==> config.mk <==
export PLATFORM = sky130hd
export DESIGN_NAME = vend_sequencer_flat
export DESIGN_NICKNAME = d
export VERILOG_FILES = /design/src/rtl/vend_sequencer_if.sv /design/src/rtl/vend_sequencer.sv /design/src/flat_wrapper.sv
export SDC_FILE = /design/constraint.sdc
export NUM_CORES = 1
export LEC_CHECK = 0
export CELL_PAD_IN_SITES_DETAIL_PLACEMENT = 1
export CELL_PAD_IN_SITES_GLOBAL_PLACEMENT = 1
export CORE_ASPECT_RATIO = 0.7
export CORE_UTILIZATION = 38
export DETAILED_ROUTE_END_ITERATION = 12
export GPL_TIMING_DRIVEN = 0
export PLACE_DENSITY = 0.82
export SYNTH_ARGS = -nofsm -noshare
export SYNTH_HDL_FRONTEND = slang
export SYNTH_SLANG_ARGS = --single-unit
==> constraint.sdc <==
create_clock -name clock -period 5.1 [get_ports clock]
set_input_delay 0.51 -clock clock [delete_from_list [all_inputs] [get_ports clock]]
set_output_delay 0.51 -clock clock [all_outputs]
set_load 0.05 [all_outputs]
==> src/rtl/vend_sequencer_if.sv <==
// Panel, coin-sensor and changer signals of the vend sequencer, grouped so the
// controller and its environment connect through one bundle.
interface vend_sequencer_if;
  logic       coin_nickel;
  logic       coin_dime;
  logic       coin_quarter;
  logic       coin_dollar;
  logic       buy_req;
  logic       refund_req;
  logic       chg_nickel_out;
  logic       chg_dime_out;
  logic       chg_quarter_out;
  logic       chg_nickel;
  logic       chg_dime;
  logic       chg_quarter;
  logic       chg_dollar;
  logic       chg_vend;
  logic       chg_refunding;
  logic       coin_reject;
  logic       product_release;
  logic       busy;
  logic [7:0] credit;
  logic [7:0] change_returned;

  modport master (
    output coin_nickel, coin_dime, coin_quarter, coin_dollar,
    output buy_req, refund_req,
    output chg_nickel_out, chg_dime_out, chg_quarter_out,
    input  chg_nickel, chg_dime, chg_quarter, chg_dollar,
    input  chg_vend, chg_refunding, coin_reject, product_release, busy,
    input  credit, change_returned
  );

  modport slave (
    input  coin_nickel, coin_dime, coin_quarter, coin_dollar,
    input  buy_req, refund_req,
    input  chg_nickel_out, chg_dime_out, chg_quarter_out,
    output chg_nickel, chg_dime, chg_quarter, chg_dollar,
    output chg_vend, chg_refunding, coin_reject, product_release, busy,
    output credit, change_returned
  );
endinterface

==> src/rtl/vend_sequencer.sv <==
// Coin acceptance front end and vend/refund sequencer for the coin changer.
// All outputs are registered; coin and button inputs are rising-edge detected.
module vend_sequencer #(
  parameter int PRICE      = 50,
  parameter int MAX_CREDIT = 150,
  parameter int QUIET      = 2
) (
  input logic             clock,
  input logic             reset,
  vend_sequencer_if.slave bus
);

  typedef enum logic [1:0] {IDLE, VEND, SETTLE, REFUND} state_e;

  state_e     state_q;
  logic [3:0] coin_hist_q;
  logic       buy_hist_q;
  logic       refund_hist_q;
  logic [3:0] nick_cnt_q;
  logic [2:0] dime_cnt_q;
  logic [1:0] qtr_cnt_q;
  logic       dol_cnt_q;
  logic [3:0] quiet_q;
  logic [3:0] strobe_q;
  logic       vend_q;
  logic       refunding_q;
  logic       reject_q;
  logic       release_q;
  logic       busy_q;
  logic [7:0] credit_q;
  logic [7:0] change_q;

  logic [3:0] coin_raw;
  logic [3:0] coin_edge;
  logic       buy_edge;
  logic       refund_edge;
  logic       one_coin;
  logic [7:0] coin_val;
  logic       stack_full;
  logic [8:0] credit_sum;
  logic       leave_idle;
  logic       accept;
  logic       reject;
  logic [7:0] ret_val;
  logic [3:0] quiet_d;

  function automatic logic [7:0] sat_add8(input logic [7:0] a, input logic [7:0] b);
    logic [8:0] s;
    s = {1'b0, a} + {1'b0, b};
    return s[8] ? 8'hFF : s[7:0];
  endfunction

  function automatic logic [7:0] sat_sub8(input logic [7:0] a, input logic [7:0] b);
    return (a >= b) ? (a - b) : 8'd0;
  endfunction

  always_comb begin
    coin_raw    = {bus.coin_dollar, bus.coin_quarter, bus.coin_dime, bus.coin_nickel};
    coin_edge   = coin_raw & ~coin_hist_q;
    buy_edge    = bus.buy_req & ~buy_hist_q;
    refund_edge = bus.refund_req & ~refund_hist_q;
    one_coin    = (coin_edge != 4'd0) && ((coin_edge & (coin_edge - 4'd1)) == 4'd0);
    coin_val    = 8'd0;
    stack_full  = 1'b1;
    case (coin_edge)
      4'b0001: begin coin_val = 8'd5;   stack_full = (nick_cnt_q == 4'd10); end
      4'b0010: begin coin_val = 8'd10;  stack_full = (dime_cnt_q == 3'd5);  end
      4'b0100: begin coin_val = 8'd25;  stack_full = (qtr_cnt_q == 2'd3);   end
      4'b1000: begin coin_val = 8'd100; stack_full = dol_cnt_q;             end
      default: ;
    endcase
    credit_sum = {1'b0, credit_q} + {1'b0, coin_val};
    // Coins arriving in the cycle the FSM leaves IDLE are refused so no strobe overlaps busy.
    leave_idle = (state_q == IDLE) &&
                 ((buy_edge && (credit_q >= 8'(PRICE))) || (refund_edge && (credit_q != 8'd0)));
    accept     = (state_q == IDLE) && !leave_idle && one_coin && !stack_full &&
                 (credit_sum <= 9'(MAX_CREDIT));
    reject     = (coin_edge != 4'd0) && !accept;
    ret_val    = (bus.chg_nickel_out  ? 8'd5  : 8'd0) +
                 (bus.chg_dime_out    ? 8'd10 : 8'd0) +
                 (bus.chg_quarter_out ? 8'd25 : 8'd0);
    quiet_d    = quiet_q + 4'd1;
  end

  always_ff @(posedge clock) begin
    if (reset) begin
      state_q       <= IDLE;
      coin_hist_q   <= 4'd0;
      buy_hist_q    <= 1'b0;
      refund_hist_q <= 1'b0;
      nick_cnt_q    <= 4'd0;
      dime_cnt_q    <= 3'd0;
      qtr_cnt_q     <= 2'd0;
      dol_cnt_q     <= 1'b0;
      quiet_q       <= 4'd0;
      strobe_q      <= 4'd0;
      vend_q        <= 1'b0;
      refunding_q   <= 1'b0;
      reject_q      <= 1'b0;
      release_q     <= 1'b0;
      busy_q        <= 1'b0;
      credit_q      <= 8'd0;
      change_q      <= 8'd0;
    end else begin
      coin_hist_q   <= coin_raw;
      buy_hist_q    <= bus.buy_req;
      refund_hist_q <= bus.refund_req;
      strobe_q      <= accept ? coin_edge : 4'd0;
      reject_q      <= reject;
      vend_q        <= 1'b0;
      release_q     <= 1'b0;
      case (state_q)
        IDLE: begin
          if (accept) begin
            credit_q <= credit_sum[7:0];
            case (coin_edge)
              4'b0001: nick_cnt_q <= nick_cnt_q + 4'd1;
              4'b0010: dime_cnt_q <= dime_cnt_q + 3'd1;
              4'b0100: qtr_cnt_q  <= qtr_cnt_q + 2'd1;
              default: dol_cnt_q  <= 1'b1;
            endcase
          end
          if (buy_edge && (credit_q >= 8'(PRICE))) begin
            state_q   <= VEND;
            vend_q    <= 1'b1;
            release_q <= 1'b1;
            busy_q    <= 1'b1;
          end else if (refund_edge && (credit_q != 8'd0)) begin
            state_q     <= REFUND;
            refunding_q <= 1'b1;
            busy_q      <= 1'b1;
            change_q    <= 8'd0;
            quiet_q     <= 4'd0;
          end
        end
        VEND: begin
          credit_q <= credit_q - 8'(PRICE);
          state_q  <= SETTLE;
        end
        SETTLE: begin
          if (credit_q != 8'd0) begin
            state_q     <= REFUND;
            refunding_q <= 1'b1;
            change_q    <= 8'd0;
            quiet_q     <= 4'd0;
          end else begin
            state_q    <= IDLE;
            busy_q     <= 1'b0;
            nick_cnt_q <= 4'd0;
            dime_cnt_q <= 3'd0;
            qtr_cnt_q  <= 2'd0;
            dol_cnt_q  <= 1'b0;
          end
        end
        default: begin
          change_q <= sat_add8(change_q, ret_val);
          credit_q <= sat_sub8(credit_q, ret_val);
          if (ret_val != 8'd0) begin
            quiet_q <= 4'd0;
          end else if (quiet_d == 4'(QUIET)) begin
            state_q     <= IDLE;
            busy_q      <= 1'b0;
            refunding_q <= 1'b0;
            quiet_q     <= 4'd0;
            credit_q    <= 8'd0;
            nick_cnt_q  <= 4'd0;
            dime_cnt_q  <= 3'd0;
            qtr_cnt_q   <= 2'd0;
            dol_cnt_q   <= 1'b0;
          end else begin
            quiet_q <= quiet_d;
          end
        end
      endcase
    end
  end

  assign bus.chg_nickel      = strobe_q[0];
  assign bus.chg_dime        = strobe_q[1];
  assign bus.chg_quarter     = strobe_q[2];
  assign bus.chg_dollar      = strobe_q[3];
  assign bus.chg_vend        = vend_q;
  assign bus.chg_refunding   = refunding_q;
  assign bus.coin_reject     = reject_q;
  assign bus.product_release = release_q;
  assign bus.busy            = busy_q;
  assign bus.credit          = credit_q;
  assign bus.change_returned = change_q;

endmodule
==> src/flat_wrapper.sv <==
// flat-port wrapper written by rule: the top's interface ports become plain ports
module vend_sequencer_flat 
#(
  parameter int PRICE      = 50,
  parameter int MAX_CREDIT = 150,
  parameter int QUIET      = 2
)
  (clock, reset, bus_coin_nickel, bus_coin_dime, bus_coin_quarter, bus_coin_dollar, bus_buy_req, bus_refund_req, bus_chg_nickel_out, bus_chg_dime_out, bus_chg_quarter_out, bus_chg_nickel, bus_chg_dime, bus_chg_quarter, bus_chg_dollar, bus_chg_vend, bus_chg_refunding, bus_coin_reject, bus_product_release, bus_busy, bus_credit, bus_change_returned);
  vend_sequencer_if bus_i ();
  input logic clock;
  input logic reset;
  input wire logic [$bits(bus_i.coin_nickel)-1:0] bus_coin_nickel;
  input wire logic [$bits(bus_i.coin_dime)-1:0] bus_coin_dime;
  input wire logic [$bits(bus_i.coin_quarter)-1:0] bus_coin_quarter;
  input wire logic [$bits(bus_i.coin_dollar)-1:0] bus_coin_dollar;
  input wire logic [$bits(bus_i.buy_req)-1:0] bus_buy_req;
  input wire logic [$bits(bus_i.refund_req)-1:0] bus_refund_req;
  input wire logic [$bits(bus_i.chg_nickel_out)-1:0] bus_chg_nickel_out;
  input wire logic [$bits(bus_i.chg_dime_out)-1:0] bus_chg_dime_out;
  input wire logic [$bits(bus_i.chg_quarter_out)-1:0] bus_chg_quarter_out;
  output wire logic [$bits(bus_i.chg_nickel)-1:0] bus_chg_nickel;
  output wire logic [$bits(bus_i.chg_dime)-1:0] bus_chg_dime;
  output wire logic [$bits(bus_i.chg_quarter)-1:0] bus_chg_quarter;
  output wire logic [$bits(bus_i.chg_dollar)-1:0] bus_chg_dollar;
  output wire logic [$bits(bus_i.chg_vend)-1:0] bus_chg_vend;
  output wire logic [$bits(bus_i.chg_refunding)-1:0] bus_chg_refunding;
  output wire logic [$bits(bus_i.coin_reject)-1:0] bus_coin_reject;
  output wire logic [$bits(bus_i.product_release)-1:0] bus_product_release;
  output wire logic [$bits(bus_i.busy)-1:0] bus_busy;
  output wire logic [$bits(bus_i.credit)-1:0] bus_credit;
  output wire logic [$bits(bus_i.change_returned)-1:0] bus_change_returned;
  assign bus_i.coin_nickel = bus_coin_nickel;
  assign bus_i.coin_dime = bus_coin_dime;
  assign bus_i.coin_quarter = bus_coin_quarter;
  assign bus_i.coin_dollar = bus_coin_dollar;
  assign bus_i.buy_req = bus_buy_req;
  assign bus_i.refund_req = bus_refund_req;
  assign bus_i.chg_nickel_out = bus_chg_nickel_out;
  assign bus_i.chg_dime_out = bus_chg_dime_out;
  assign bus_i.chg_quarter_out = bus_chg_quarter_out;
  assign bus_chg_nickel = bus_i.chg_nickel;
  assign bus_chg_dime = bus_i.chg_dime;
  assign bus_chg_quarter = bus_i.chg_quarter;
  assign bus_chg_dollar = bus_i.chg_dollar;
  assign bus_chg_vend = bus_i.chg_vend;
  assign bus_chg_refunding = bus_i.chg_refunding;
  assign bus_coin_reject = bus_i.coin_reject;
  assign bus_product_release = bus_i.product_release;
  assign bus_busy = bus_i.busy;
  assign bus_credit = bus_i.credit;
  assign bus_change_returned = bus_i.change_returned;
  vend_sequencer #(.PRICE(PRICE), .MAX_CREDIT(MAX_CREDIT), .QUIET(QUIET)) u_core (.clock(clock), .reset(reset), .bus(bus_i));
endmodule
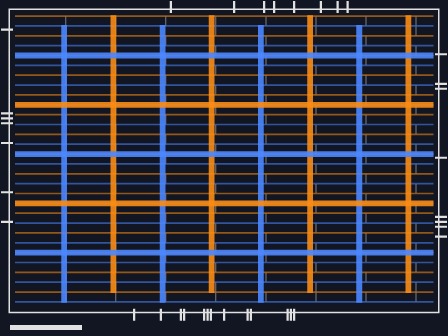
(floorplan with the power grid)
Scale bar: 20 um. Pins as bars on the die edge. Tap cells in gray.
net	color
VSS	blue
VDD	orange
tap cells	124
met5 straps	5
Die Ht: 83.28 um
Die X-Extent: 118.1 um
VDD IR max: 0.2554 mV

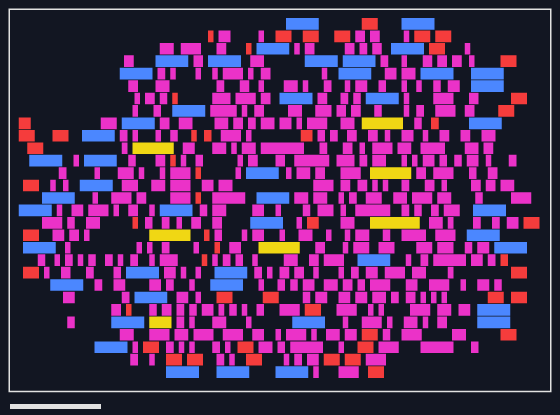
(placement by cell class)
Scale bar: 20 um.
class	color	cells	share of their area
clock drivers and dummy loads	yellow	7	4.1%
flops	blue	46	22%
combinational and other logic	magenta	382	63%
other buffers and delay cells	red	52	10%
Row Count: 29
area of the core: 9107 um2
Final Core Density: 46.67%
Seq/total area: 21.67%

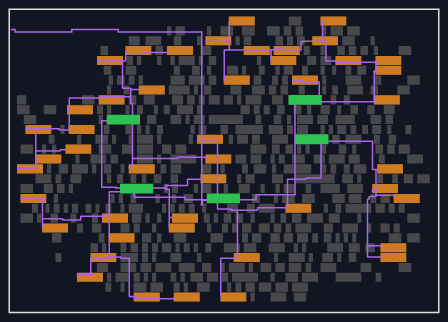
(routed clock nets over the placement)
[flip-flops] orange | count: 46
[clock wires] purple | length: 779 um
[clock drivers] green | count: 5
routed clock nets	6
power in the clock group: 0.391 mW
clk latency late pin: 0.30 ns
part of the total power dissipated in the clock network: 14.9%
maximum clock skew at final layout: 0.009708 ns

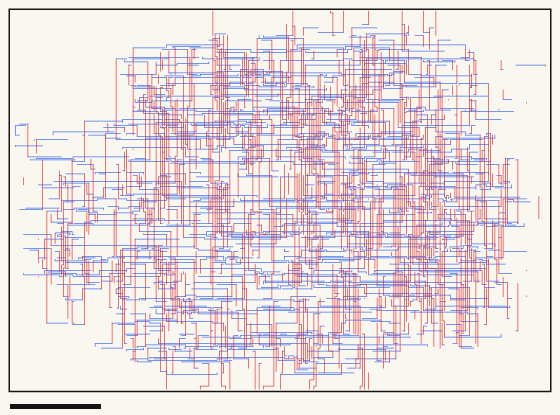
(metal layers overlaid)
Scale bar: 20 um. Only two layers are drawn.
layer	color	wire length
metal 2	red	5490 um
metal 1	blue	5750 um
WL/cell: 19.83 um
wire length after detailed routing: 12.12 mm
overall track demand over capacity in global routing: 25.67%

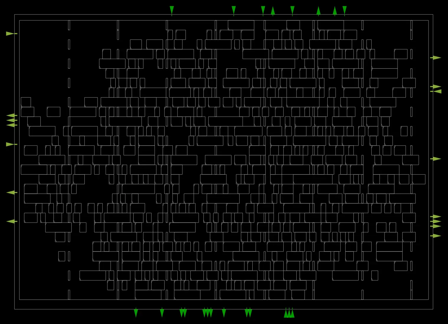
(placed standard cells)
filler cell count in the final layout: 1103
Tapcell Cnt: 124
Seq Cell Count: 46
final cell count without fillers: 611

==> summary.rpt <==
======================================================================================
Multiplexer share of the synthesized area ...............................       1.151%
Highest metal used ......................................................         met4
Wire length of the first global-routing pass ............................     20.02 mm
Fmax ....................................................................    224.7 MHz
Most area-consuming cells after synthesis ............................... sky130_fd_sc_hd__dfxtp_1 26%, sky130_fd_sc_hd__ha_1 12%, sky130_fd_sc_hd__a21oi_1 4.7%, sky130_fd_sc_hd__nor2_1 4.2%, sky130_fd_sc_hd__nand2_1 4.0%
Fp util .................................................................       39.37%
Comb pwr share ..........................................................        64.3%
Postcts setup bufs ......................................................            0
Maximum clock path buffer count .........................................            2
Ys flops ................................................................           46
Run status .............................................................. complete, no violations
Flop pwr share ..........................................................        20.8%
Worst setup SP type .....................................................    input pin
Drt first pass iters ....................................................            5
Met2 capacity usage during global routing ...............................       40.96%
Data required time at the worst endpoint ................................      5.26 ns
Area share of the largest cell type after synthesis .....................       25.68%
DPL Wire Length .........................................................     9.373 mm
Number of warning messages in the logs ..................................           33
Largest Pwr Group ....................................................... combinational logic
ANT nets after route ....................................................            0
Net switching power figure ..............................................     1.367 mW
Number of buffers inserted by hold repair at cts ........................            0
DR vias .................................................................         3671
Power density relative to cell area ..................................... 619.2 nW/um2
Most common logic cell in the routed design ............................. sky130_fd_sc_hd__dfxtp_1
Cell total in the yosys stat output .....................................          446
Wire length the detailed router placed on met1 ..........................     5.750 mm
Top non-seq family ...................................................... AND-OR/OR-AND gates
Post-synthesis share of cell area spent on xor and xnor gates ...........       4.396%
Number of H-tree levels .................................................            2
Root cell of the clock tree ............................................. sky130_fd_sc_hd__clkbuf_16
Adder and majority gate portion of the synthesized area .................       13.89%
Power in sequential cells ...............................................     0.547 mW
Final hold viol count ...................................................            0
Number of distinct standard cells referenced by the synthesized netlist .           69
Switching Fraction ......................................................       51.92%
Global routing's busiest layer ..........................................         met2
Number of sinks driven by the clock tree ................................           46
Average cell area after synthesis .......................................    8.040 um2
Endpoints failing setup .................................................            0
Final estimated routing congestion in global placement ..................       0.8764
======================================================================================
layout make-up:
cell class | count | area (um2) | share of cell area [%]
Timing Repair Buffer | 34 | 340.3 | 8.007
Multi-Input combinational cell | 353 | 2474 | 58.20
Tap cell | 124 | 155.1 | 3.650
Clock inverter | 1 | 30.03 | 0.7065
Inverter | 29 | 108.9 | 2.561
Clock buffer | 6 | 138.9 | 3.268
Buffer | 18 | 82.58 | 1.943
Sequential cell | 46 | 920.9 | 21.67
cells by family (layout without fill, tap and decap cells):
kind of cell,Yosys count,after routing
and+or+nand+nor,167,167
AOI/OAI and AO/OA,126,126
buffers and inverters,47,88
DFF,46,46
adders and majority gates,38,38
xor gates and xnor gates,18,18
muxes,4,4
path summary, 6_finish.rpt:
kind | from | to | slack [ns] | cells past startpoint
setup reg to reg | u_core.coin_hist_q[0] | u_core.bus.credit[7] | 1.11 | 11
hold / removal | u_core.bus.change_returned[4] | u_core.bus.change_returned[4] | 0.48 | 2
hold reg to reg | u_core.bus.change_returned[4] | u_core.bus.change_returned[4] | 0.48 | 2
setup / recovery | bus_coin_nickel | u_core.bus.credit[7] | 0.65 | 12
worst max-delay path: cells and delay by family:
| kind | cells | cell delay, ns |
|---|---|---|
| buf+inv | 2 | 0.74 |
| fa+ha+maj | 1 | 0.51 |
| simple gates | 3 | 0.82 |
| compound gates | 6 | 2.02 |
per-stage QoR:
step / hold WS, ns / cell area [um2] / std cells / power (mW) / worst slack (ns)
global placement: 0.4638 / 4081 / 604 / 2.112 / 0.6847
finish: 0.4837 / 4250 / 611 / 2.632 / 0.6504
global route: 0.5203 / 4250 / 611 / 2.793 / 0.4927
CTS: 0.4865 / 4250 / 611 / 2.609 / 0.7973
floorplan: 0.4530 / 3586 / 446 / 1.706 / 1.777
detailed placement: 0.4772 / 4081 / 604 / 2.199 / 0.5157
No activity file was given, so power comes from the tool's default toggle rates.
